## src/rtl/dmem_port_arbiter_pkg.sv

```systemverilog
// Shared constants for the data-memory port arbiter: widths, memory size and FSM encodings.
package dmem_port_arbiter_pkg;

    localparam int DMEM_D_WIDTH   = 32;
    localparam int DMEM_ADDR_BITS = 8;

    localparam logic [0:0] ARB_IDLE = 1'b0;
    localparam logic [0:0] ARB_HOLD = 1'b1;

endpackage

```

## src/rtl/dmem_port_arbiter.sv

```systemverilog
// Serialises a 2-wide load/store bundle onto the single-port data memory in program order
// (lane0 before lane1), returning registered load data per lane.
module dmem_port_arbiter
    import dmem_port_arbiter_pkg::*;
#(
    parameter int D_WIDTH   = DMEM_D_WIDTH,
    parameter int ADDR_BITS = DMEM_ADDR_BITS
) (
    input  logic               clk,
    input  logic               rst_n,
    input  logic               i_valid0,
    input  logic               i_we0,
    input  logic [D_WIDTH-1:0] i_addr0,
    input  logic [D_WIDTH-1:0] i_wdata0,
    input  logic               i_valid1,
    input  logic               i_we1,
    input  logic [D_WIDTH-1:0] i_addr1,
    input  logic [D_WIDTH-1:0] i_wdata1,
    // Handshake: a bundle is taken in any cycle where o_busy is 0 and at least one i_validN is
    // set; while o_busy is 1 the bundle inputs are ignored and upstream must stall.
    output logic               o_busy,
    output logic [D_WIDTH-1:0] o_mem_addr,
    output logic [D_WIDTH-1:0] o_mem_wdata,
    output logic               o_mem_we,
    input  logic [D_WIDTH-1:0] i_mem_rd,
    output logic               o_rvalid0,
    output logic [D_WIDTH-1:0] o_rdata0,
    output logic               o_rvalid1,
    output logic [D_WIDTH-1:0] o_rdata1,
    output logic               o_addr_err,
    output logic               dbg_state
);

    // Highest start address whose 4-byte access still fits inside the memory.
    localparam logic [D_WIDTH-1:0] ADDR_MAX = D_WIDTH'((64'd1 << ADDR_BITS) - 64'd4);

    logic [0:0]         state;
    logic [0:0]         state_nxt;
    logic               hold_valid;
    logic               hold_we;
    logic [D_WIDTH-1:0] hold_addr;
    logic [D_WIDTH-1:0] hold_wdata;
    logic [D_WIDTH-1:0] last_addr;
    logic [D_WIDTH-1:0] last_wdata;

    logic               serve_valid;
    logic               serve_we;
    logic               serve_lane;
    logic [D_WIDTH-1:0] serve_addr;
    logic [D_WIDTH-1:0] serve_wdata;
    logic               serve_ok;
    logic               accept_dual;

    always_comb begin
        serve_valid = 1'b0;
        serve_we    = 1'b0;
        serve_lane  = 1'b0;
        serve_addr  = last_addr;
        serve_wdata = last_wdata;
        accept_dual = 1'b0;
        state_nxt   = state;
        if (state == ARB_IDLE) begin
            if (i_valid0) begin
                serve_valid = 1'b1;
                serve_we    = i_we0;
                serve_lane  = 1'b0;
                serve_addr  = i_addr0;
                serve_wdata = i_wdata0;
                if (i_valid1) begin
                    accept_dual = 1'b1;
                    state_nxt   = ARB_HOLD;
                end
            end else if (i_valid1) begin
                serve_valid = 1'b1;
                serve_we    = i_we1;
                serve_lane  = 1'b1;
                serve_addr  = i_addr1;
                serve_wdata = i_wdata1;
            end
        end else begin
            serve_valid = hold_valid;
            serve_we    = hold_we;
            serve_lane  = 1'b1;
            serve_addr  = hold_addr;
            serve_wdata = hold_wdata;
            state_nxt   = ARB_IDLE;
        end
    end

    assign serve_ok    = (serve_addr <= ADDR_MAX);
    assign o_mem_addr  = serve_addr;
    assign o_mem_wdata = serve_wdata;
    assign o_mem_we    = serve_valid & serve_we & serve_ok;
    assign dbg_state   = state;

    always_ff @(posedge clk or negedge rst_n) begin
        if (!rst_n) begin
            state  <= ARB_IDLE;
            o_busy <= 1'b0;
        end else begin
            state  <= state_nxt;
            o_busy <= (state_nxt == ARB_HOLD);
        end
    end

    // Hold buffer: lane1 of a dual bundle waits here for one cycle.
    always_ff @(posedge clk or negedge rst_n) begin
        if (!rst_n) begin
            hold_valid <= 1'b0;
            hold_we    <= 1'b0;
            hold_addr  <= '0;
            hold_wdata <= '0;
        end else if (accept_dual) begin
            hold_valid <= 1'b1;
            hold_we    <= i_we1;
            hold_addr  <= i_addr1;
            hold_wdata <= i_wdata1;
        end else if (state == ARB_HOLD) begin
            hold_valid <= 1'b0;
        end
    end

    // Memory address/data keep their last served value on idle cycles.
    always_ff @(posedge clk or negedge rst_n) begin
        if (!rst_n) begin
            last_addr  <= '0;
            last_wdata <= '0;
        end else if (serve_valid) begin
            last_addr  <= serve_addr;
            last_wdata <= serve_wdata;
        end
    end

    always_ff @(posedge clk or negedge rst_n) begin
        if (!rst_n) begin
            o_rvalid0  <= 1'b0;
            o_rvalid1  <= 1'b0;
            o_rdata0   <= '0;
            o_rdata1   <= '0;
            o_addr_err <= 1'b0;
        end else begin
            o_rvalid0  <= serve_valid & ~serve_we & ~serve_lane;
            o_rvalid1  <= serve_valid & ~serve_we & serve_lane;
            o_addr_err <= serve_valid & ~serve_ok;
            if (serve_valid && !serve_we && !serve_lane) begin
                o_rdata0 <= serve_ok ? i_mem_rd : '0;
            end
            if (serve_valid && !serve_we && serve_lane) begin
                o_rdata1 <= serve_ok ? i_mem_rd : '0;
            end
        end
    end

endmodule
```

## config.mk

```make
export PLATFORM = sky130hd
export DESIGN_NAME = dmem_port_arbiter
export DESIGN_NICKNAME = d
export VERILOG_FILES = /design/src/rtl/dmem_port_arbiter_pkg.sv /design/src/rtl/dmem_port_arbiter.sv
export SDC_FILE = /design/constraint.sdc
export NUM_CORES = 1
export LEC_CHECK = 0
export ABC_AREA = 1
export CORE_UTILIZATION = 47
export CTS_CLUSTER_DIAMETER = 200
export DETAILED_ROUTE_END_ITERATION = 7
export PLACE_DENSITY = 0.83
export SLEW_MARGIN = 20
export SYNTH_ARGS = -nofsm -noshare
export SYNTH_HDL_FRONTEND = slang
export SYNTH_SLANG_ARGS = --single-unit
```

## constraint.sdc

```tcl
create_clock -name clk -period 2.73 [get_ports clk]
set_clock_uncertainty 0.15 [all_clocks]
set_input_delay 0.546 -clock clk [delete_from_list [all_inputs] [get_ports clk]]
set_output_delay 0.546 -clock clk [all_outputs]
set_load 0.1 [all_outputs]
```

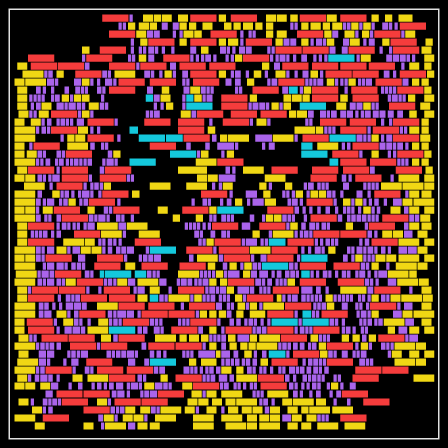
Figure 1: run 1, placed cells, one color a class.
[all other logic] purple | cells: 955 | share of their area: 31%
[other buffers and delay cells] yellow | cells: 407 | share of their area: 31%
[clock drivers and dummy loads] cyan | cells: 31 | share of their area: 3.9%
[flip-flops] red | cells: 198 | share of their area: 34%
row count: 52
flip-flop and latch share of the layout cell area: 33.4%

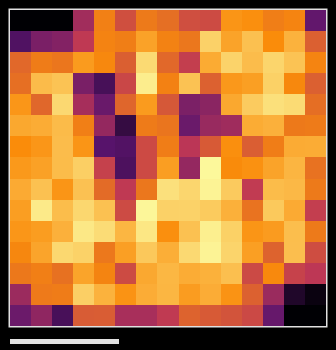
Figure 2: run 1, cell density map.
The bar under the picture is 50 um long. 15 x 15 tiles, from black (low) to pale yellow (high), 0 to 100% covered.
mean over tiles: 68%
fullest tile: 98%
emptiest ninth of the die: upper left
Finished Core Util: 73.3%
Initial Util: 47.9%

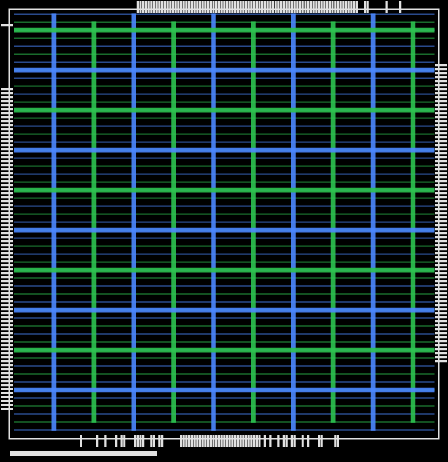
Figure 3: run 1, supply network.
The bar under the picture is 50 um long. Pins as bars on the die edge.
[VDD] green
[VSS] blue
met4 straps: 10
met1 rails: 53
signal pins: 300
rows: 52
met5 straps: 10
Die W: 146 um
core region area: 20200 um2
Die Ht: 146 um

==> summary.txt, run 1 <==
Results of the flow run.

The run finished, with violations left. The final reports fail on negative setup slack. The layout net count stands at 1745.

The area share of xor/xnor cells in the synthesized design stands at 0%. Overall routing resource usage recorded by global route was 29.6%. The flow inserted ~270 tap cells. Sequential cells account for 37.9% of the total power. The path with the worst hold slack has its endpoint at hold_addr[3].

Per the summary, power density relative to cell area is 608 nW/um2. The worst path setup slack after routing stands at -421 ps. Setup violations remaining at the end of the flow were counted as 16. Timing analysis after detailed placement gives a worst setup slack of -574 ps. Following the worst setup path forward leads to its endpoint at o_mem_we. The worst setup path is launched from a flop. For this run, the number of standard cells in the final layout without fillers is ~1900.

The launch point of the worst register-to-register path is recorded as dbg_state. The area share of and-or/or-and cells after synthesis stands at 13.2%. The cell that appears most often on the critical path is sky130_fd_sc_hd__buf_12.

The clock network power stands at ~0.0024 W. The pre-antenna-repair detailed-routing pass consisted of 5 iterations. The mux cell area share after synthesis stands at 0%. Warnings raised by the tools during the run amount to 31. The synthesized instance count is ~1200. After detailed routing, the met3 layer carries 2730 um of wire. The number of warnings printed during yosys synthesis stands at 0.
--- run 2 (diff from run 1) ---
--- a/config.mk
+++ b/config.mk
@@ -6,6 +6,7 @@
 export NUM_CORES = 1
 export LEC_CHECK = 0
 export ABC_AREA = 1
+export CAP_MARGIN = 20
 export CORE_UTILIZATION = 47
 export CTS_CLUSTER_DIAMETER = 200
 export DETAILED_ROUTE_END_ITERATION = 7
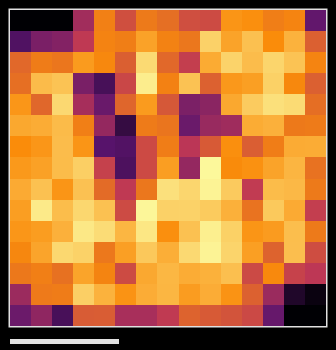
Figure 4: run 2, cell density map.
The bar under the picture is 50 um long. 15 x 15 tiles, from black (low) to pale yellow (high), 0 to 100% covered.
tiles over 75% full: 49%
mean over tiles: 68%
emptiest ninth of the die: upper left

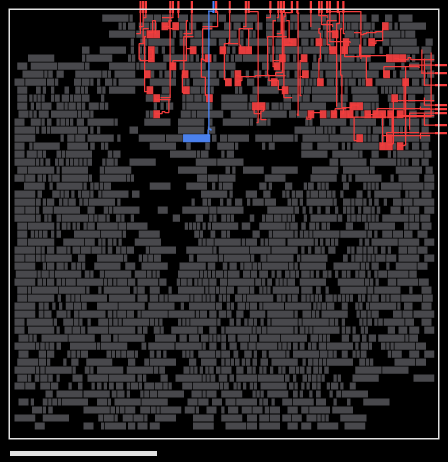
Figure 5: run 2, wires at chosen ports, followed through buffers.
The bar under the picture is 50 um long.
[o_addr_err] blue | direction: output | edge: top | end cells: 1 | buffers: 1 | wire: 45.8 um
[i_mem_rd] red | direction: input | edge: 24 top, 8 right | end cells: 64 | buffers: 32 | wire: 1140 um
Top-Level Pins: 300
number of buffer cells added on primary ports: 299

==> run 2 against run 1 <==
- the run still ends with negative setup slack left
- cell count unchanged
- utilization unchanged
- sequential power about the same
- synthesized area unchanged
- power unchanged
- via count unchanged
- critical path type unchanged
- largest power group unchanged
==> summary.txt, run 2 <==
Results of the flow run.

The detailed-router iteration count before antenna repair is 5 (unchanged). The clock network power stands at 0.00243 W (about the same). The gate count after technology mapping is 1241 (unchanged). The tap cell instance count stands at 270 (unchanged).

The fraction of the core area occupied by cells at floorplan stands at 47.9% (unchanged). The layout net count is 1745 (unchanged). The final reports fail on negative setup slack. The area share of xor/xnor cells in the synthesized design stands at 0% (unchanged). The final number of setup-violating endpoints stands at 16 (unchanged).

Hold analysis lists the worst path endpoint as hold_addr[3]. The end-of-flow core utilization came to 73.3% (unchanged). The setup slack at placement stands at -574 ps (unchanged). The detailed route wirelength on metal3 was 2730 um (unchanged). By instance count, the cell type seen most on the critical path is sky130_fd_sc_hd__buf_12. The non-filler instance count after layout stands at 1862 (unchanged).

The total number of warnings across the stage logs was 31 (unchanged). The worst path setup slack after routing stands at -421 ps (unchanged). The global routing usage summed across all routing layers stands at 29.6% (unchanged).

Per the timing report, the most critical flop-to-flop path originates at dbg_state. The worst setup path is launched from a flop. The cell row count stands at 52 (unchanged).

The number of warnings printed during yosys synthesis was 0 (unchanged). The area share of and-or/or-and cells after synthesis came to 13.2% (unchanged). The mux cell area share after synthesis came to 0% (unchanged). The sequential fraction of total cell area stands at 33.4% (unchanged). The die span in x stands at 146 um (unchanged). The power density of the placed cells is 608 nW/um2 (unchanged). The chip height is 146 um (unchanged). The flow ran to the end, but the final reports show violations.
--- run 3 (diff from run 2) ---
--- a/config.mk
+++ b/config.mk
@@ -7,10 +7,11 @@
 export LEC_CHECK = 0
 export ABC_AREA = 1
 export CAP_MARGIN = 20
-export CORE_UTILIZATION = 47
+export CORE_MARGIN = 2
+export CORE_UTILIZATION = 43
 export CTS_CLUSTER_DIAMETER = 200
 export DETAILED_ROUTE_END_ITERATION = 7
-export PLACE_DENSITY = 0.83
+export PLACE_DENSITY = 0.9
 export SLEW_MARGIN = 20
 export SYNTH_ARGS = -nofsm -noshare
 export SYNTH_HDL_FRONTEND = slang
==> constraint.sdc (replaced) <==
create_clock -name clk -period 2.6 [get_ports clk]
set_clock_uncertainty 0.15 [all_clocks]
set_input_delay 0.52 -clock clk [delete_from_list [all_inputs] [get_ports clk]]
set_output_delay 0.52 -clock clk [all_outputs]
set_load 0.1 [all_outputs]
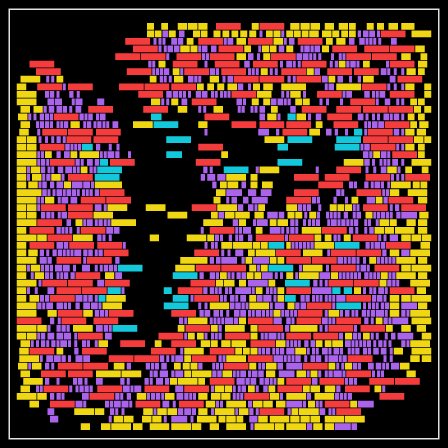
Figure 6: run 3, placed cells, one color a class.
[flip-flops] red | cells: 198 | share of their area: 33%
[other buffers and delay cells] yellow | cells: 440 | share of their area: 33%
[clock drivers and dummy loads] cyan | cells: 32 | share of their area: 3.9%
[all other logic] purple | cells: 955 | share of their area: 31%
core region area: 22000 um2
Finished Cell Area: 15600 um2

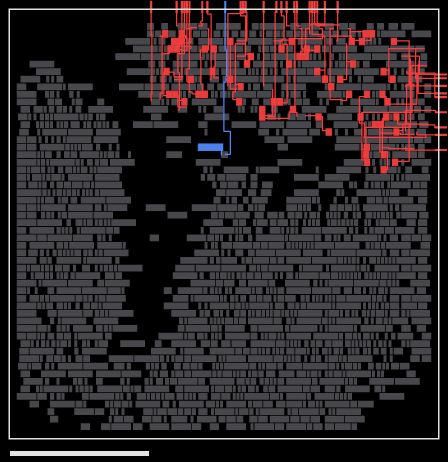
Figure 7: run 3, wires at chosen ports, followed through buffers.
The bar under the picture is 50 um long.
[o_addr_err] blue | direction: output | edge: top | end cells: 1 | buffers: 1 | wire: 59.7 um
[i_mem_rd] red | direction: input | edge: 23 top, 9 right | end cells: 64 | buffers: 32 | wire: 1360 um

==> run 3 against run 2 <==
- the run ends with design-rule violations, negative setup slack left
- clock power rose by 9.1%
- sequential power rose by 5.8%
- cell count rose by 2.5%
- largest power group unchanged
==> summary.txt, run 3 <==
Results of the flow run.

The total I/O pin count came to 300 (unchanged). In the final report, the number of pins over their slew limit comes to 0. The global routing usage summed across all routing layers stands at 28.8% (-0.84 points). The die span in x stands at 154 um (+5.9%).

The non-filler instance count after layout stands at 1908 (+2.5%). After its last routability iteration, the placer logged a weighted congestion of 0.905. The chip height stands at 154 um (+5.9%). The layout net count stands at 1778 (+1.9%). In this run, distinct cell masters in the synthesized netlist total 27. The area share of and-or/or-and cells after synthesis is 13.2% (unchanged). The clock network power is 0.00265 W (+9.1%). The cell row count stands at 54 (+3.8%). Ranked by total area, the top cell class in this layout is flip-flops and latches.

The buffer and inverter count on the worst path stands at 3. The port buffer count is 299 (unchanged). The detailed router reported a total wirelength of 36400 um. The worst path setup slack after routing stands at -578 ps (-157 ps). The met1 capacity usage during global routing stands at between 30% and 40%.

The power density of the placed cells stands at 633 nW/um2 (+4.1%). Static timing analysis puts the maximum clock frequency at 315 MHz. The gate count after technology mapping was 1241 (unchanged). Leaving out fill and tap cells, the most frequent cell in the layout is sky130_fd_sc_hd__nand2_1.

The transition at the pin with the smallest max-transition slack stands at approximately 700 ps. The setup slack at placement stands at -631 ps (-56.9 ps). The detailed-router iteration count before antenna repair is 8 (+3). STA reports the tightest min-delay check as being of type reg -> reg. The final number of setup-violating endpoints is 107 (+91). The tap cell instance count came to 280 (+3.7%). The synth_stat.txt file lists the number of cells as roughly 1200. The sequential fraction of total cell area stands at 31.8% (-1.6 points). The run finished, with violations left. STA lists the endpoint of the worst register-to-register path as o_rdata1[30]. In the routed design, unresolved DRC markers number 13.

The most frequently used library cell after synthesis is sky130_fd_sc_hd__nand2_1. The path with the worst hold slack has its endpoint at hold_addr[5]. The final reports fail on design-rule violations, negative setup slack. The detailed route wirelength on metal3 stands at 3440 um (+26%). The cell depth of the worst hold path stands at 2. The via count of the first global-routing pass came to roughly 11000. The timing report attributes the biggest portion of critical-path delay to simple AND/OR/NAND/NOR gates. The number of warnings printed during yosys synthesis stands at 0 (unchanged). The total number of warnings across the stage logs came to 33 (+6.5%). STA lists the startpoint of the worst register-to-register path as dbg_state.

STA classifies the critical path startpoint as a flop. The fraction of the core area occupied by cells at floorplan stands at 44.1% (-3.8 points). The area share of xor/xnor cells in the synthesized design came to 0% (unchanged).

The end-of-flow core utilization came to 71.0% (-2.3 points). The area share of and/or/nand/nor cells after synthesis stands at 26.9%.
Power is estimated from default activity; no workload was simulated.
